[src/rtl/g1_backend_exe_mem_wb_if.sv]
// Decode-to-backend interface: ID control/operand bundle going into the
// EXE/MEM/WB pipe, and the writeback / hazard / flag feedback coming back.
// master = decode stage, slave = backend pipe.
interface g1_backend_exe_mem_wb_if #(
  parameter int DATA_W = 16,
  parameter int ADDR_W = 4,
  parameter int CMD_W  = 4
);
  // decode -> backend
  logic              hazard_detected;
  logic [CMD_W-1:0]  EXE_CMD;
  logic              MEM_R_EN;
  logic              MEM_W_EN;
  logic              WB_EN;
  logic              is_imm;
  logic [ADDR_W-1:0] src1;
  logic [ADDR_W-1:0] src2;
  logic [ADDR_W-1:0] dest;
  logic [DATA_W-1:0] val1;
  logic [DATA_W-1:0] val2;
  logic [DATA_W-1:0] st_val;

  // backend -> decode
  logic [ADDR_W-1:0] dest_EXE;
  logic              WB_EN_EXE;
  logic              MEM_R_EN_EXE;
  logic [ADDR_W-1:0] dest_MEM;
  logic              WB_EN_MEM;
  logic              writeEn;
  logic [ADDR_W-1:0] dest_WB;
  logic [DATA_W-1:0] writeVal;
  logic              flagZ;

  modport master (
    output hazard_detected, EXE_CMD, MEM_R_EN, MEM_W_EN, WB_EN, is_imm,
           src1, src2, dest, val1, val2, st_val,
    input  dest_EXE, WB_EN_EXE, MEM_R_EN_EXE, dest_MEM, WB_EN_MEM,
           writeEn, dest_WB, writeVal, flagZ
  );

  modport slave (
    input  hazard_detected, EXE_CMD, MEM_R_EN, MEM_W_EN, WB_EN, is_imm,
           src1, src2, dest, val1, val2, st_val,
    output dest_EXE, WB_EN_EXE, MEM_R_EN_EXE, dest_MEM, WB_EN_MEM,
           writeEn, dest_WB, writeVal, flagZ
  );
endinterface

[src/rtl/g1_backend_exe_mem_wb.sv]
// Backend pipe EXE -> MEM -> WB fed by the decode stage. Owns the data
// memory, produces the regfile write port, hazard feedback and flagZ.
// Optional EXE operand forwarding is compiled in when G1_BACKEND_FWD_EN
// is defined; otherwise captured operands are used as-is.
module g1_backend_exe_mem_wb #(
  parameter int DATA_W     = 16,
  parameter int ADDR_W     = 4,
  parameter int CMD_W      = 4,
  parameter int DMEM_DEPTH = 256
) (
  input  logic                    clk,
  input  logic                    rst,
  g1_backend_exe_mem_wb_if.slave  id_if
);

  localparam int MEM_AW = $clog2(DMEM_DEPTH);

  localparam logic [CMD_W-1:0] CMD_NOP = CMD_W'(0);
  localparam logic [CMD_W-1:0] CMD_ADD = CMD_W'(1);
  localparam logic [CMD_W-1:0] CMD_SUB = CMD_W'(2);
  localparam logic [CMD_W-1:0] CMD_AND = CMD_W'(3);
  localparam logic [CMD_W-1:0] CMD_OR  = CMD_W'(4);
  localparam logic [CMD_W-1:0] CMD_XOR = CMD_W'(5);
  localparam logic [CMD_W-1:0] CMD_SHL = CMD_W'(6);
  localparam logic [CMD_W-1:0] CMD_SHR = CMD_W'(7);
  localparam logic [CMD_W-1:0] CMD_PSB = CMD_W'(8);
  localparam logic [CMD_W-1:0] CMD_CMP = CMD_W'(9);

  // ID/EXE
  logic [CMD_W-1:0]  cmd_exe_q;
  logic              mem_r_en_exe_q, mem_w_en_exe_q, wb_en_exe_q;
  logic [ADDR_W-1:0] dest_exe_q;
  logic [DATA_W-1:0] val1_exe_q, val2_exe_q, st_val_exe_q;
`ifdef G1_BACKEND_FWD_EN
  logic              is_imm_exe_q;
  logic [ADDR_W-1:0] src1_exe_q, src2_exe_q;
`endif

  // EXE/MEM
  logic [DATA_W-1:0] res_mem_q, st_data_mem_q;
  logic [ADDR_W-1:0] dest_mem_q;
  logic              wb_en_mem_q, mem_r_en_mem_q, mem_w_en_mem_q;

  // MEM/WB
  logic [DATA_W-1:0] write_val_wb_q;
  logic [ADDR_W-1:0] dest_wb_q;
  logic              wb_en_wb_q;

  logic              flagz_q, flagz_d;
  logic [DATA_W-1:0] write_val_d;

  // EXE datapath
  logic [DATA_W-1:0] op_a_s, op_b_s, st_data_s, res_s;
  logic              flag_upd_s;

  // data memory (intentionally not reset)
  logic [DATA_W-1:0] dmem_q [DMEM_DEPTH];
  logic [MEM_AW-1:0] mem_addr_s;
  logic [DATA_W-1:0] mem_rdata_s;

  // ID/EXE capture; a hazard turns the slot into a side-effect-free bubble
  always_ff @(posedge clk or posedge rst) begin
    if (rst) begin
      cmd_exe_q      <= CMD_NOP;
      mem_r_en_exe_q <= 1'b0;
      mem_w_en_exe_q <= 1'b0;
      wb_en_exe_q    <= 1'b0;
      dest_exe_q     <= '0;
      val1_exe_q     <= '0;
      val2_exe_q     <= '0;
      st_val_exe_q   <= '0;
    end else if (id_if.hazard_detected) begin
      cmd_exe_q      <= CMD_NOP;
      mem_r_en_exe_q <= 1'b0;
      mem_w_en_exe_q <= 1'b0;
      wb_en_exe_q    <= 1'b0;
      dest_exe_q     <= '0;
      val1_exe_q     <= '0;
      val2_exe_q     <= '0;
      st_val_exe_q   <= '0;
    end else begin
      cmd_exe_q      <= id_if.EXE_CMD;
      mem_r_en_exe_q <= id_if.MEM_R_EN;
      mem_w_en_exe_q <= id_if.MEM_W_EN;
      wb_en_exe_q    <= id_if.WB_EN;
      dest_exe_q     <= id_if.dest;
      val1_exe_q     <= id_if.val1;
      val2_exe_q     <= id_if.val2;
      st_val_exe_q   <= id_if.st_val;
    end
  end

`ifdef G1_BACKEND_FWD_EN
  // ID/EXE capture of the forwarding-compare fields (src regs are zero in a bubble)
  always_ff @(posedge clk or posedge rst) begin
    if (rst) begin
      is_imm_exe_q <= 1'b0;
      src1_exe_q   <= '0;
      src2_exe_q   <= '0;
    end else if (id_if.hazard_detected) begin
      is_imm_exe_q <= 1'b0;
      src1_exe_q   <= '0;
      src2_exe_q   <= '0;
    end else begin
      is_imm_exe_q <= id_if.is_imm;
      src1_exe_q   <= id_if.src1;
      src2_exe_q   <= id_if.src2;
    end
  end

  // operand forwarding: MEM result beats WB value; loads in MEM cannot forward yet
  always_comb begin
    op_a_s    = val1_exe_q;
    op_b_s    = val2_exe_q;
    st_data_s = st_val_exe_q;
    if (wb_en_mem_q && !mem_r_en_mem_q && (src1_exe_q == dest_mem_q)) begin
      op_a_s = res_mem_q;
    end else if (wb_en_wb_q && (src1_exe_q == dest_wb_q)) begin
      op_a_s = write_val_wb_q;
    end else begin
      op_a_s = val1_exe_q;
    end
    if (is_imm_exe_q) begin
      op_b_s = val2_exe_q;
    end else if (wb_en_mem_q && !mem_r_en_mem_q && (src2_exe_q == dest_mem_q)) begin
      op_b_s = res_mem_q;
    end else if (wb_en_wb_q && (src2_exe_q == dest_wb_q)) begin
      op_b_s = write_val_wb_q;
    end else begin
      op_b_s = val2_exe_q;
    end
    if (wb_en_mem_q && !mem_r_en_mem_q && (src2_exe_q == dest_mem_q)) begin
      st_data_s = res_mem_q;
    end else if (wb_en_wb_q && (src2_exe_q == dest_wb_q)) begin
      st_data_s = write_val_wb_q;
    end else begin
      st_data_s = st_val_exe_q;
    end
  end
`else
  // no forwarding: operands exactly as captured from ID
  always_comb begin
    op_a_s    = val1_exe_q;
    op_b_s    = val2_exe_q;
    st_data_s = st_val_exe_q;
  end
`endif

  // ALU; unused opcodes 10-15 behave as NOP
  always_comb begin
    res_s = '0;
    case (cmd_exe_q)
      CMD_ADD: res_s = op_a_s + op_b_s;
      CMD_SUB: res_s = op_a_s - op_b_s;
      CMD_AND: res_s = op_a_s & op_b_s;
      CMD_OR:  res_s = op_a_s | op_b_s;
      CMD_XOR: res_s = op_a_s ^ op_b_s;
      CMD_SHL: res_s = op_a_s << op_b_s[3:0];
      CMD_SHR: res_s = op_a_s >> op_b_s[3:0];
      CMD_PSB: res_s = op_b_s;
      CMD_CMP: res_s = op_a_s - op_b_s;
      default: res_s = '0;
    endcase
  end

  // zero flag follows real ALU ops only; memory ops use ADD for addressing and must not disturb it
  always_comb begin
    flag_upd_s = (cmd_exe_q >= CMD_ADD) && (cmd_exe_q <= CMD_CMP) &&
                 !mem_r_en_exe_q && !mem_w_en_exe_q;
    if (flag_upd_s) begin
      flagz_d = (res_s == '0);
    end else begin
      flagz_d = flagz_q;
    end
  end

  // flag register and EXE/MEM pipeline register
  always_ff @(posedge clk or posedge rst) begin
    if (rst) begin
      flagz_q        <= 1'b0;
      res_mem_q      <= '0;
      st_data_mem_q  <= '0;
      dest_mem_q     <= '0;
      wb_en_mem_q    <= 1'b0;
      mem_r_en_mem_q <= 1'b0;
      mem_w_en_mem_q <= 1'b0;
    end else begin
      flagz_q        <= flagz_d;
      res_mem_q      <= res_s;
      st_data_mem_q  <= st_data_s;
      dest_mem_q     <= dest_exe_q;
      wb_en_mem_q    <= wb_en_exe_q;
      mem_r_en_mem_q <= mem_r_en_exe_q;
      mem_w_en_mem_q <= mem_w_en_exe_q;
    end
  end

  // address wraps to memory size; read is combinational so a store one cycle earlier is visible
  always_comb begin
    mem_addr_s  = res_mem_q[MEM_AW-1:0];
    mem_rdata_s = dmem_q[mem_addr_s];
    if (mem_r_en_mem_q) begin
      write_val_d = mem_rdata_s;
    end else begin
      write_val_d = res_mem_q;
    end
  end

  // data memory write on the edge the store leaves MEM (reset has already cleared the enable)
  always_ff @(posedge clk) begin
    if (mem_w_en_mem_q) begin
      dmem_q[mem_addr_s] <= st_data_mem_q;
    end
  end

  // MEM/WB register; load-vs-result choice is made before the flop so writeVal is a clean register
  always_ff @(posedge clk or posedge rst) begin
    if (rst) begin
      write_val_wb_q <= '0;
      dest_wb_q      <= '0;
      wb_en_wb_q     <= 1'b0;
    end else begin
      write_val_wb_q <= write_val_d;
      dest_wb_q      <= dest_mem_q;
      wb_en_wb_q     <= wb_en_mem_q;
    end
  end

  assign id_if.dest_EXE     = dest_exe_q;
  assign id_if.WB_EN_EXE    = wb_en_exe_q;
  assign id_if.MEM_R_EN_EXE = mem_r_en_exe_q;
  assign id_if.dest_MEM     = dest_mem_q;
  assign id_if.WB_EN_MEM    = wb_en_mem_q;
  assign id_if.writeEn      = wb_en_wb_q;
  assign id_if.dest_WB      = dest_wb_q;
  assign id_if.writeVal     = write_val_wb_q;
  assign id_if.flagZ        = flagz_q;

endmodule

[src/flat_wrapper.sv]
// flat-port wrapper written by rule: the top's interface ports become plain ports
module g1_backend_exe_mem_wb_flat 
#(
  parameter int DATA_W     = 16,
  parameter int ADDR_W     = 4,
  parameter int CMD_W      = 4,
  parameter int DMEM_DEPTH = 256
)
  (clk, rst, id_if_hazard_detected, id_if_EXE_CMD, id_if_MEM_R_EN, id_if_MEM_W_EN, id_if_WB_EN, id_if_is_imm, id_if_src1, id_if_src2, id_if_dest, id_if_val1, id_if_val2, id_if_st_val, id_if_dest_EXE, id_if_WB_EN_EXE, id_if_MEM_R_EN_EXE, id_if_dest_MEM, id_if_WB_EN_MEM, id_if_writeEn, id_if_dest_WB, id_if_writeVal, id_if_flagZ);
  g1_backend_exe_mem_wb_if #(.DATA_W(DATA_W), .ADDR_W(ADDR_W), .CMD_W(CMD_W)) id_if_i ();
  input  logic clk;
  input  logic rst;
  input wire logic [$bits(id_if_i.hazard_detected)-1:0] id_if_hazard_detected;
  input wire logic [$bits(id_if_i.EXE_CMD)-1:0] id_if_EXE_CMD;
  input wire logic [$bits(id_if_i.MEM_R_EN)-1:0] id_if_MEM_R_EN;
  input wire logic [$bits(id_if_i.MEM_W_EN)-1:0] id_if_MEM_W_EN;
  input wire logic [$bits(id_if_i.WB_EN)-1:0] id_if_WB_EN;
  input wire logic [$bits(id_if_i.is_imm)-1:0] id_if_is_imm;
  input wire logic [$bits(id_if_i.src1)-1:0] id_if_src1;
  input wire logic [$bits(id_if_i.src2)-1:0] id_if_src2;
  input wire logic [$bits(id_if_i.dest)-1:0] id_if_dest;
  input wire logic [$bits(id_if_i.val1)-1:0] id_if_val1;
  input wire logic [$bits(id_if_i.val2)-1:0] id_if_val2;
  input wire logic [$bits(id_if_i.st_val)-1:0] id_if_st_val;
  output wire logic [$bits(id_if_i.dest_EXE)-1:0] id_if_dest_EXE;
  output wire logic [$bits(id_if_i.WB_EN_EXE)-1:0] id_if_WB_EN_EXE;
  output wire logic [$bits(id_if_i.MEM_R_EN_EXE)-1:0] id_if_MEM_R_EN_EXE;
  output wire logic [$bits(id_if_i.dest_MEM)-1:0] id_if_dest_MEM;
  output wire logic [$bits(id_if_i.WB_EN_MEM)-1:0] id_if_WB_EN_MEM;
  output wire logic [$bits(id_if_i.writeEn)-1:0] id_if_writeEn;
  output wire logic [$bits(id_if_i.dest_WB)-1:0] id_if_dest_WB;
  output wire logic [$bits(id_if_i.writeVal)-1:0] id_if_writeVal;
  output wire logic [$bits(id_if_i.flagZ)-1:0] id_if_flagZ;
  assign id_if_i.hazard_detected = id_if_hazard_detected;
  assign id_if_i.EXE_CMD = id_if_EXE_CMD;
  assign id_if_i.MEM_R_EN = id_if_MEM_R_EN;
  assign id_if_i.MEM_W_EN = id_if_MEM_W_EN;
  assign id_if_i.WB_EN = id_if_WB_EN;
  assign id_if_i.is_imm = id_if_is_imm;
  assign id_if_i.src1 = id_if_src1;
  assign id_if_i.src2 = id_if_src2;
  assign id_if_i.dest = id_if_dest;
  assign id_if_i.val1 = id_if_val1;
  assign id_if_i.val2 = id_if_val2;
  assign id_if_i.st_val = id_if_st_val;
  assign id_if_dest_EXE = id_if_i.dest_EXE;
  assign id_if_WB_EN_EXE = id_if_i.WB_EN_EXE;
  assign id_if_MEM_R_EN_EXE = id_if_i.MEM_R_EN_EXE;
  assign id_if_dest_MEM = id_if_i.dest_MEM;
  assign id_if_WB_EN_MEM = id_if_i.WB_EN_MEM;
  assign id_if_writeEn = id_if_i.writeEn;
  assign id_if_dest_WB = id_if_i.dest_WB;
  assign id_if_writeVal = id_if_i.writeVal;
  assign id_if_flagZ = id_if_i.flagZ;
  g1_backend_exe_mem_wb #(.DATA_W(DATA_W), .ADDR_W(ADDR_W), .CMD_W(CMD_W), .DMEM_DEPTH(DMEM_DEPTH)) u_core (.clk(clk), .rst(rst), .id_if(id_if_i));
endmodule
[config.mk]
export PLATFORM = sky130hd
export DESIGN_NAME = g1_backend_exe_mem_wb_flat
export DESIGN_NICKNAME = d
export VERILOG_FILES = /design/src/rtl/g1_backend_exe_mem_wb_if.sv /design/src/rtl/g1_backend_exe_mem_wb.sv /design/src/flat_wrapper.sv
export SDC_FILE = /design/constraint.sdc
export NUM_CORES = 2
export LEC_CHECK = 0
export ABC_AREA = 1
export ABC_CLOCK_PERIOD_IN_PS = 5600
export CORE_UTILIZATION = 40
export CTS_CLUSTER_SIZE = 16
export DETAILED_ROUTE_END_ITERATION = 12
export MAX_ROUTING_LAYER = met4
export PLACE_DENSITY = 0.56
export SLEW_MARGIN = 0
export SYNTH_ARGS = -nofsm -noshare
export SYNTH_HDL_FRONTEND = slang
export SYNTH_SLANG_ARGS = --single-unit
[constraint.sdc]
create_clock -name clk -period 5.6 [get_ports clk]
set_input_delay 1.68 -clock clk [delete_from_list [all_inputs] [get_ports clk]]
set_output_delay 1.68 -clock clk [all_outputs]
set_load 0.01 [all_outputs]
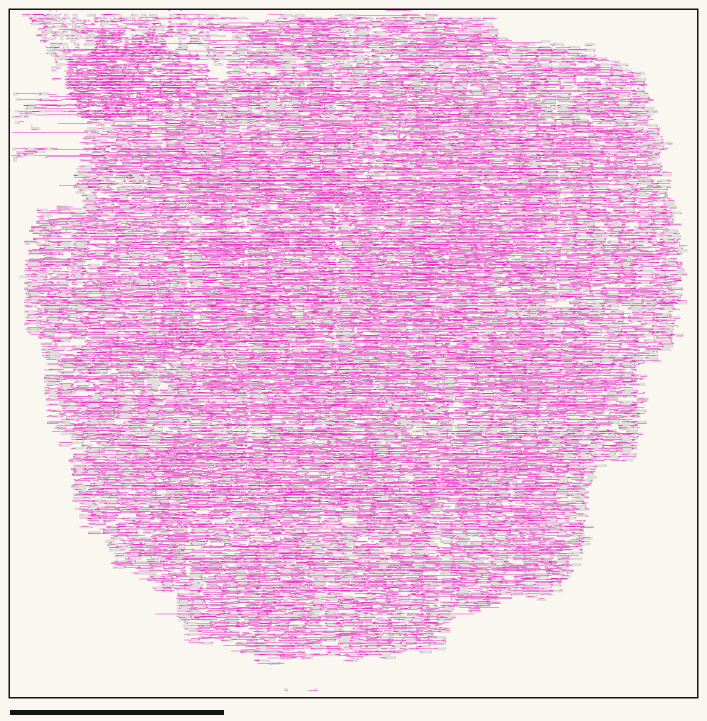
Fig. 1. Signal wires on met1.
Bar = 200 um.
The layer holds 43% of the routed length. The longest straight run is 200 um. The layer carries 216 mm of wire. The wires run mostly horizontal.

==> impl_metrics.ini <==
; generated from flow reports
[final_timing]
setup_ws_ns = 0.9446
period_minus_slack_ns = 4.655
fmax_mhz = 214.8
fin_tns_setup_ns = 0
final.period_utilization_pct = 83.13
grt_setup_unrepaired = false
tightest_slew_ns = 1.323
hold_viol_final = 0
max_slew_margin_pct = 11.78

[floorplanning]
core_util_floorplan_pct = 40.32
taps = 5428
coreArea_um2 = 407300
rows = 234

[critical_path]
reg2reg_depth = 10
cp_top_family = simple AND/OR/NAND/NOR gates
worstPathMaxFanout = 16
cpPeakStageDelay_ns = 0.91
critPathCapture = u_core.dmem_q[137][9]
crit_buf_inv = 6
worstReg2RegEnd = u_core.dmem_q[137][9]
rrSetupSlack_ns = 0.94
endpoint_kind = flip-flop

[global_routing]
grt_max_degree = 160
top_usage_layer = met2
antenna_found_initial = 26
grt_pass1_wl_um = 716600
grt_use_met2_pct = 36.42
grt_pass1_vias = 97080

[pwr]
powerDensity_nw_per_um2 = 372.7
combinationalPower_mw = 6.40
switchingPower_mw = 17.55
maxPowerGroup = registers
pwr-share-seq_pct = 49.6
combPwrFrac_pct = 9.1
seq-power_mw = 34.9
clock_power_share_pct = 41.3
clockNetworkPower_mw = 29.1
internal_power_mw = 52.94

[drt]
vias = 104400
dr_wl_met3_um = 41920
routed-wl-met2_um = 227200
ant_nets = 0
drc_errors = 0
drtIter0Drc = 13200
dr.pass1.iters = 6
met1_length_um = 216500

[hold_path]
hold_path.startpoint = u_core.st_data_s[4]
min_path_cells = 0

[placement]
io_buffers = 94
gp_congestion = 0.9188
dpl_cell_area_um2 = 174800

[cts]
cts_buffer_depth = 4
h-tree-depth = 5
cts_tree = done
post_cts_buffers = 0
ctsResizeCount = 0
insertion_delay_ns = 1.03
hold_buffers = 0

[cells_and_area]
fin_cells = 19180
comb_share_pct = 18.34
logic_area_um2 = 34680
drive_gt1_share_pct = 9.298
fin_area_um2 = 189100
flops = 4216
num_antenna_cells = 14
fin_util_pct = 46.44
nets = 13480
seq_area_share_pct = 66.66
mostFrequentLayoutCell = nand2_1
most-common-layout-cells = nand2_1 (5200), edfxtp_1 (4096), nor2_1 (709), nand4_1 (709), a22oi_1 (548)
regArea_um2 = 126100
clkbuf_count = 548
area_delta_synth_final_pct = 15.19

[logic_synthesis]
top_cell = nand2_1
synth_top_area_share_pct = 74.91
synthArstFlopShare_pct = 2.846
synth_area_leader_cell = edfxtp_1
synthesis.area_um2 = 164200
ys_sh_simple_pct = 16.97
synthTopLogicFamily = simple AND/OR/NAND/NOR gates
avgSynthCellArea_um2 = 12.74
synth.area.top_cells = edfxtp_1 (75%), nand2_1 (12%), nand4_1 (2.7%)
yosysWarnings = 0
edf_count = 4096
ys_cells = 12890
common_cells = nand2_1 (5209), edfxtp_1 (4096), nor2_1 (715)
yosys.area_share.adder_pct = 0.3856
ys_area_um2 = 164200
yosysSeqAreaShare_pct = 76.74

[job]
warnings = 99
maxCapViolCount = 0

[run_status]
status = completed
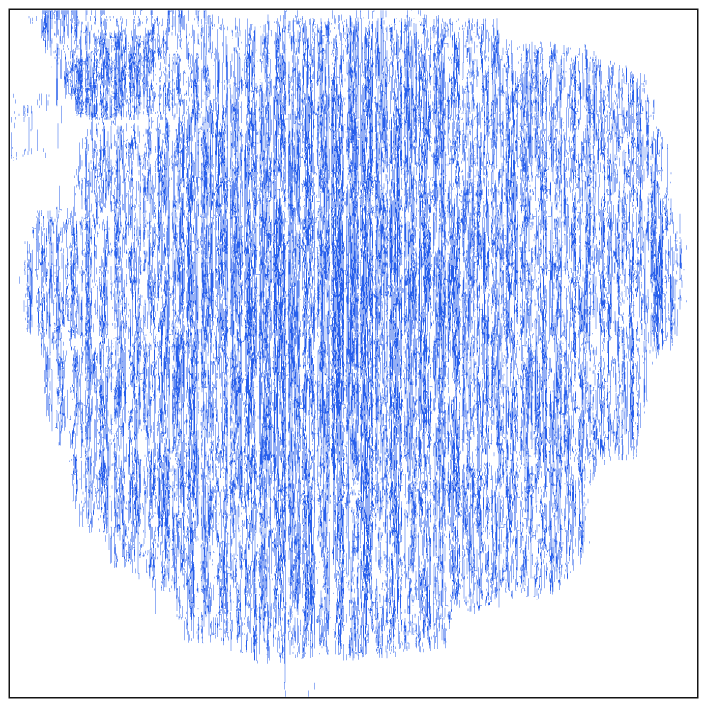
Fig. 2. The metal 2 layer.
The longest straight run is 200 um. 9796 nets have wire on it. The wires run mostly vertical. The layer holds 45% of the routed length.

No activity file was given, so power comes from the tool's default toggle rates.
